`src/rtl/div_rem_unit_pkg.sv`:
```
// Shared CPU definitions: decoded instruction indices, divider FSM states and
// small helpers used by the control unit and the divide/remainder unit.
package div_rem_unit_pkg;

    localparam int DATA_W = 32;

    localparam logic [31:0] OP_DIV      = 32'd14;
    localparam logic [31:0] OP_DIVU     = 32'd15;
    localparam logic [31:0] OP_REM      = 32'd16;
    localparam logic [31:0] OP_REMU     = 32'd17;
    localparam logic [31:0] OP_LS_FIRST = 32'd27;
    localparam logic [31:0] OP_LS_LAST  = 32'd34;

    typedef enum logic [1:0] {
        IDLE = 2'd0,
        CALC = 2'd1,
        DONE = 2'd2
    } state_t;

    function automatic logic is_div_rem(input logic [31:0] idx);
        return (idx >= OP_DIV) && (idx <= OP_REMU);
    endfunction

    function automatic logic [DATA_W-1:0] apply_sign(input logic neg, input logic [DATA_W-1:0] v);
        return neg ? -v : v;
    endfunction

endpackage

```
`src/rtl/div_rem_step.sv`:
```
// One restoring-division step: shift {rem, quo} left, trial-subtract the
// divisor and keep the difference when it does not go negative.
module div_rem_step
    import div_rem_unit_pkg::*;
(
    input  logic [DATA_W-1:0] rem,
    input  logic [DATA_W-1:0] quo,
    input  logic [DATA_W-1:0] divisor,
    output logic [DATA_W-1:0] rem_next,
    output logic [DATA_W-1:0] quo_next
);

    logic [DATA_W:0]   shifted;
    logic [DATA_W:0]   diff;
    logic              borrow;
    logic              unused_diff_msb;

    // NOTE: every always_comb output gets a default first so no path leaves it unassigned (no latch).
    always_comb begin
        shifted  = {rem, quo[DATA_W-1]};
        {borrow, diff} = {1'b0, shifted} - {2'b00, divisor};
        rem_next = shifted[DATA_W-1:0];
        quo_next = {quo[DATA_W-2:0], 1'b0};
        if (!borrow) begin
            // A successful subtract leaves less than the divisor, so the MSB is always zero.
            rem_next = diff[DATA_W-1:0];
            quo_next = {quo[DATA_W-2:0], 1'b1};
        end
    end

    assign unused_diff_msb = diff[DATA_W];

endmodule

```
`src/rtl/div_rem_unit.sv`:
```
// Iterative RV32M DIV/DIVU/REM/REMU unit, one restoring step per clock, with
// divide-by-zero and signed overflow resolved at accept time.
module div_rem_unit
    import div_rem_unit_pkg::*;
(
    input  logic              i_clk,
    input  logic              i_rst,
    input  logic              i_start,
    input  logic [31:0]       i_instruction,
    input  logic [DATA_W-1:0] i_rs1,
    input  logic [DATA_W-1:0] i_rs2,
    output logic [DATA_W-1:0] o_result,
    output logic              o_finished,
    output logic              o_busy
);

    state_t            state;
    logic [4:0]        count;
    logic              armed;
    logic              is_rem;
    logic              neg_q;
    logic              neg_r;
    logic [DATA_W-1:0] rem;
    logic [DATA_W-1:0] quo;
    logic [DATA_W-1:0] divisor;
    logic [DATA_W-1:0] rem_nx;
    logic [DATA_W-1:0] quo_nx;

    logic              op_signed;
    logic              op_rem;
    logic              div_zero;
    logic              overflow;
    logic [DATA_W-1:0] mag_a;
    logic [DATA_W-1:0] mag_b;
    logic [DATA_W-1:0] special_res;
    logic [DATA_W-1:0] final_res;

    div_rem_step u_step (
        .rem      (rem),
        .quo      (quo),
        .divisor  (divisor),
        .rem_next (rem_nx),
        .quo_next (quo_nx)
    );

    always_comb begin
        op_signed   = (i_instruction == OP_DIV) || (i_instruction == OP_REM);
        op_rem      = (i_instruction == OP_REM) || (i_instruction == OP_REMU);
        mag_a       = apply_sign(op_signed && i_rs1[DATA_W-1], i_rs1);
        mag_b       = apply_sign(op_signed && i_rs2[DATA_W-1], i_rs2);
        div_zero    = (i_rs2 == '0);
        overflow    = op_signed && (i_rs1 == 32'h8000_0000) && (i_rs2 == 32'hFFFF_FFFF);
        // Divide-by-zero returns the raw dividend as remainder; overflow leaves remainder 0.
        special_res = div_zero ? (op_rem ? i_rs1 : '1) : (op_rem ? '0 : 32'h8000_0000);
        final_res   = is_rem ? apply_sign(neg_r, rem_nx) : apply_sign(neg_q, quo_nx);
    end

    // NOTE: all state here is updated with non-blocking assignments so every register samples pre-edge values.
    always_ff @(posedge i_clk) begin
        if (i_rst) begin
            state      <= IDLE;
            count      <= '0;
            armed      <= 1'b1;
            is_rem     <= 1'b0;
            neg_q      <= 1'b0;
            neg_r      <= 1'b0;
            rem        <= '0;
            quo        <= '0;
            divisor    <= '0;
            o_result   <= '0;
            o_finished <= 1'b0;
            o_busy     <= 1'b0;
        end else begin
            case (state)
                IDLE: begin
                    if (!i_start) begin
                        armed <= 1'b1;
                    end else if (armed && is_div_rem(i_instruction)) begin
                        is_rem  <= op_rem;
                        neg_q   <= op_signed && (i_rs1[DATA_W-1] ^ i_rs2[DATA_W-1]);
                        neg_r   <= op_signed && i_rs1[DATA_W-1];
                        rem     <= '0;
                        quo     <= mag_a;
                        divisor <= mag_b;
                        count   <= '0;
                        o_busy  <= 1'b1;
                        if (div_zero || overflow) begin
                            o_result   <= special_res;
                            o_finished <= 1'b1;
                            state      <= DONE;
                        end else begin
                            state <= CALC;
                        end
                    end
                end
                CALC: begin
                    if (!i_start) begin
                        state  <= IDLE;
                        o_busy <= 1'b0;
                        armed  <= 1'b1;
                    end else begin
                        rem   <= rem_nx;
                        quo   <= quo_nx;
                        count <= count + 5'd1;
                        if (count == 5'd31) begin
                            o_result   <= final_res;
                            o_finished <= 1'b1;
                            state      <= DONE;
                        end
                    end
                end
                DONE: begin
                    // Stay disarmed until the control unit leaves EXECUTE.
                    o_finished <= 1'b0;
                    o_busy     <= 1'b0;
                    armed      <= 1'b0;
                    state      <= IDLE;
                end
                default: state <= IDLE;
            endcase
        end
    end

endmodule

```
`config.mk`:
```
export PLATFORM = sky130hd
export DESIGN_NAME = div_rem_unit
export DESIGN_NICKNAME = d
export VERILOG_FILES = /design/src/rtl/div_rem_unit_pkg.sv /design/src/rtl/div_rem_step.sv /design/src/rtl/div_rem_unit.sv
export SDC_FILE = /design/constraint.sdc
export NUM_CORES = 1
export LEC_CHECK = 0
export ABC_AREA = 1
export CORE_ASPECT_RATIO = 0.9
export CORE_MARGIN = 10
export CORE_UTILIZATION = 47
export DETAILED_ROUTE_END_ITERATION = 6
export PLACE_DENSITY = 0.74
export SLEW_MARGIN = 20
export SYNTH_ARGS = -nofsm -noshare
export SYNTH_HDL_FRONTEND = slang
export SYNTH_SLANG_ARGS = --single-unit
export TNS_END_PERCENT = 50
```
`constraint.sdc`:
```
create_clock -name i_clk -period 4.9 [get_ports i_clk]
set_input_delay 0.49 -clock i_clk [delete_from_list [all_inputs] [get_ports i_clk]]
set_output_delay 0.49 -clock i_clk [all_outputs]
set_load 0.02 [all_outputs]
```
Figure 1. Clock distribution (run 1).
Drawn at 2 px/micron.
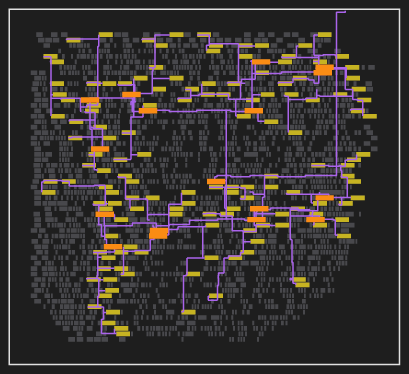
Key: clock-net drivers = orange [count 17]; flip-flops = yellow [count 141]; clock wires = purple [length 2130 microns]
Position of the flops: all over the die. There are 18 routed clock nets.

Figure 2. Placement density heat map (run 1).
Drawn at 2 px/micron. The die is cut into 19 by 18 equal tiles; white is low, dark blue is high, 0 to 100% covered.
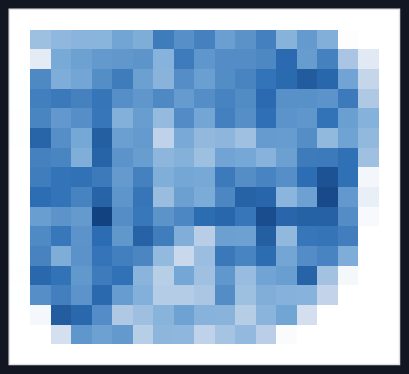
25% of the tiles are nearly empty. The mean over all tiles is 42%. The emptiest ninth of the die: bottom right.

Figure 3. Clock wiring as the flow saved it (run 1).
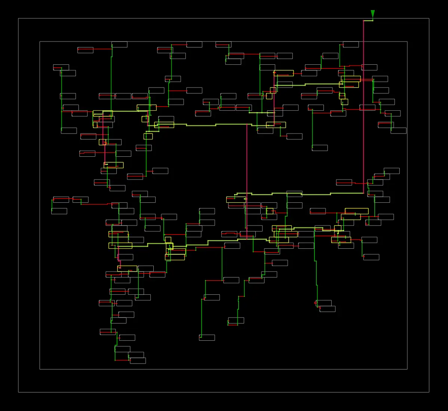
Worst Clk Skew: 0.0105 ns
clock group total power: 1380 uW
number of sequential cells in the layout: 141
Late-Pin Clk Latency: 0.45 ns
total clock buffers created by CTS: 17

==> results.toml, run 1 <==
# implementation run metrics
[clock_tree]
cts_htree_levels = 4
clock_tree.root_cell = "clkbuf_16"
cts_tree = "done"
post_cts_resize_count = 0

[critical_path]
criticalPathCategory = "reg -> reg"
r2r_setup_slack_ns = 0.51
cpMostUsedCell = "nand2_1"
critPathCaptureType = "flip-flop"
regToRegEndpoint = "o_result[30]"
critPathArrivalTime_ns = 4.72
startpoint_class = "flip-flop"

[pwr]
share_clk_of_total_power = 0.367
fin_total_pwr_uw = 3770
power_top_consumer = "the clock network"
power.combinational.fraction = 0.292
netSwitchingPower_uw = 1370
power.density_cell_area_nw_per_um2 = 252

[yosys]
muxShareOfSynthArea = 0
postSynth.asyncResetShare = 0
synth_chip_area_sq_um = 12900
enable_flop_cells = 0
top_area_cell_type_share_of_the_netlist_area = 0.220
postSynthRegisterBits = 141
synth_cell_type_count = 57
synth-warning-count = 0

[outcome]
outcome = "complete, no violations"

[global_route]
grt_pass1_vias = 13600
combined_global_route_utilization_of_all_metal_layers = 0.255
grt_busiest_layer = "met2"

[finish]
multiInputGateArea_sq_um = 8520
regArea_sq_um = 2820
top_area_cell_class = "logic gates"
nNonClkInverters = 301
finish.utilization = 0.556
n_antenna_cell = 0

[min_path]
worst_min_path_start = "divisor[5]"
worstHoldEndpoint = "divisor[5]"

[timing]
fin_worst_hold_slack_ns = 0.460
accumulated_negative_setup_slack_ns = 0
period_used_share = 0.895
hold_viol = 0
report.final.setup_viol = 0
timing.max_slew.rel_slack = 0.325

[die]
die.size.y_microns = 177
die_width_microns = 194
chip_area_sq_um = 34400

[routing]
route.met3.wl_microns = 4050

[placed_design]
placement.cell_area_sq_um = 14400

[run]
stage_log_warnings = 30
run 1: layout by cell type, fill, tap and decap left out, types with 5 or more instances in the layout:
cell type and count:
clkdlybuf4s50_1 132, nand3b_1 12, nand4_1 35, nor2_2 15, inv_2 9, nand3_1 136
nor2_4 5, xor2_1 45, clkbuf_16 17, o211ai_1 5, a21oi_1 194, nor3_1 31
nand2_1 606, a31oi_1 22, a211oi_1 5, o21ai_0 197, o21ai_1 10, o22ai_1 9
dfxtp_1 141, ha_1 42, o31ai_1 7, nor2_1 234, nand2_2 19, xnor2_1 20
inv_1 287, buf_4 18, nor4_1 9
run 1: critical path: cells and delay by family, from the launching register on:
family	cells	cell delay, ns
AND-OR/OR-AND	4	0.58
adder cells (fa/ha/maj)	2	0.58
buffers and inverters	7	0.65
flip-flops	1	0.35
AND/OR/NAND/NOR	18	2.09
==> run 2, diff against run 1 <==
--- a/config.mk
+++ b/config.mk
@@ -10,7 +10,8 @@
 export CORE_MARGIN = 10
 export CORE_UTILIZATION = 47
 export DETAILED_ROUTE_END_ITERATION = 6
-export PLACE_DENSITY = 0.74
+export DONT_BUFFER_PORTS = 1
+export PLACE_DENSITY = 0.68
 export SLEW_MARGIN = 20
 export SYNTH_ARGS = -nofsm -noshare
 export SYNTH_HDL_FRONTEND = slang
Figure 4. Placement density heat map (run 2).
Drawn at 2 px/micron. The die is cut into 19 by 18 equal tiles; white is low, dark blue is high, 0 to 100% covered.
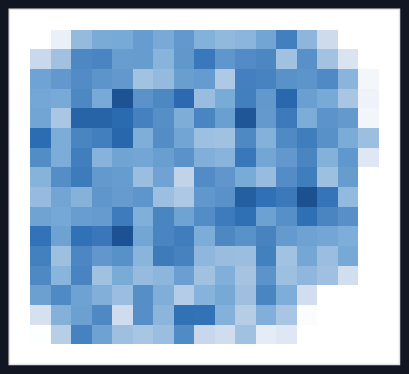
The mean over all tiles is 38%. 27% of the tiles are nearly empty. The densest ninth of the die: middle. 3.5% of the tiles are over 75% full. The emptiest ninth of the die: bottom right. The fullest tile reaches 87%.

==> results.toml, run 2 <==
# implementation run metrics
[finish]
most_common_logic_cell_in_the_routed_design = "nand2_1"
most-common-layout-cells = "nand2_1, inv_1, nor2_1"

[timing]
period_used_share = 0.882
timing.max_slew.rel_slack = 0.325
worst_clk_skew_ns = 0.0143

[global_route]
grt_pass1_vias = 13000
combined_global_route_utilization_of_all_metal_layers = 0.250

[placed_design]
placement.cell_area_sq_um = 13000

[clock_tree]
clock_tree.root_cell = "clkbuf_16"
cts_htree_levels = 4
cts_tree = "done"
total_clock_buffers_created_by_cts = 17
worstSkewPairLatency_ns = 0.43

[pwr]
netSwitchingPower_uw = 1330
power_top_consumer = "the clock network"
fin_total_pwr_uw = 3630
pwr.group.clock_uw = 1390
power.combinational.fraction = 0.257
power.density_cell_area_nw_per_um2 = 266

[critical_path]
critPathCaptureType = "flip-flop"
regToRegEndpoint = "o_result[30]"
critPathArrivalTime_ns = 4.64
cp_num_cells = 31
critical_path_buf_inv_count = 8
r2r_setup_slack_ns = 0.58
critical-path-top-delay-family = "simple AND/OR/NAND/NOR gates"

[yosys]
enable_flop_cells = 0
muxShareOfSynthArea = 0
synth_chip_area_sq_um = 12900
top_area_cell_type_share_of_the_netlist_area = 0.220

[min_path]
worst_min_path_start = "i_rst"

[die]
chip_area_sq_um = 34400
die_width_microns = 194
die.size.y_microns = 177

[outcome]
outcome = "complete, no violations"
Figure 5. The metal 3 layer (run 2).
Drawn at 2 px/micron. Cells faint in the background.
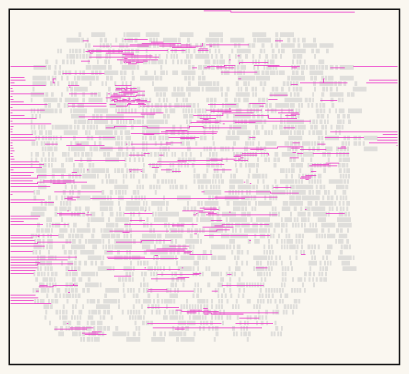
263 nets have wire on it. The layer carries 3960 microns of wire.

run 2: logic make-up after synthesis:
group / after synthesis
AND-OR/OR-AND: 471
XOR/XNOR: 65
adder cells (fa/ha/maj): 44
buffers and inverters: 386
flip-flops: 141
AND/OR/NAND/NOR: 1129
run 2: layout make-up:
class                   instances  area, sq um  area share
clock buffers                  20          467      0.0342
clock inverters                12          148      0.0108
inverters                     301         1130      0.0828
multi-input cells            1709         8520       0.624
flip-flops and latches        141         2820       0.207
well taps                     354          443      0.0324
repair buffers                 16          120     0.00880
run 2: metal layers:
metal  routed length [microns]  track usage
met1                     19900        0.332
met2                     20200        0.401
met3                      3960       0.0583
met4                       786       0.0586
met5                         0            0
run 2: timing repair:
item	4_1_cts	5_1_grt
hold buffers	0	0
gates resized	0	3
endpoints found under the setup margin	0	1
Power and IR drop assume default switching activity.
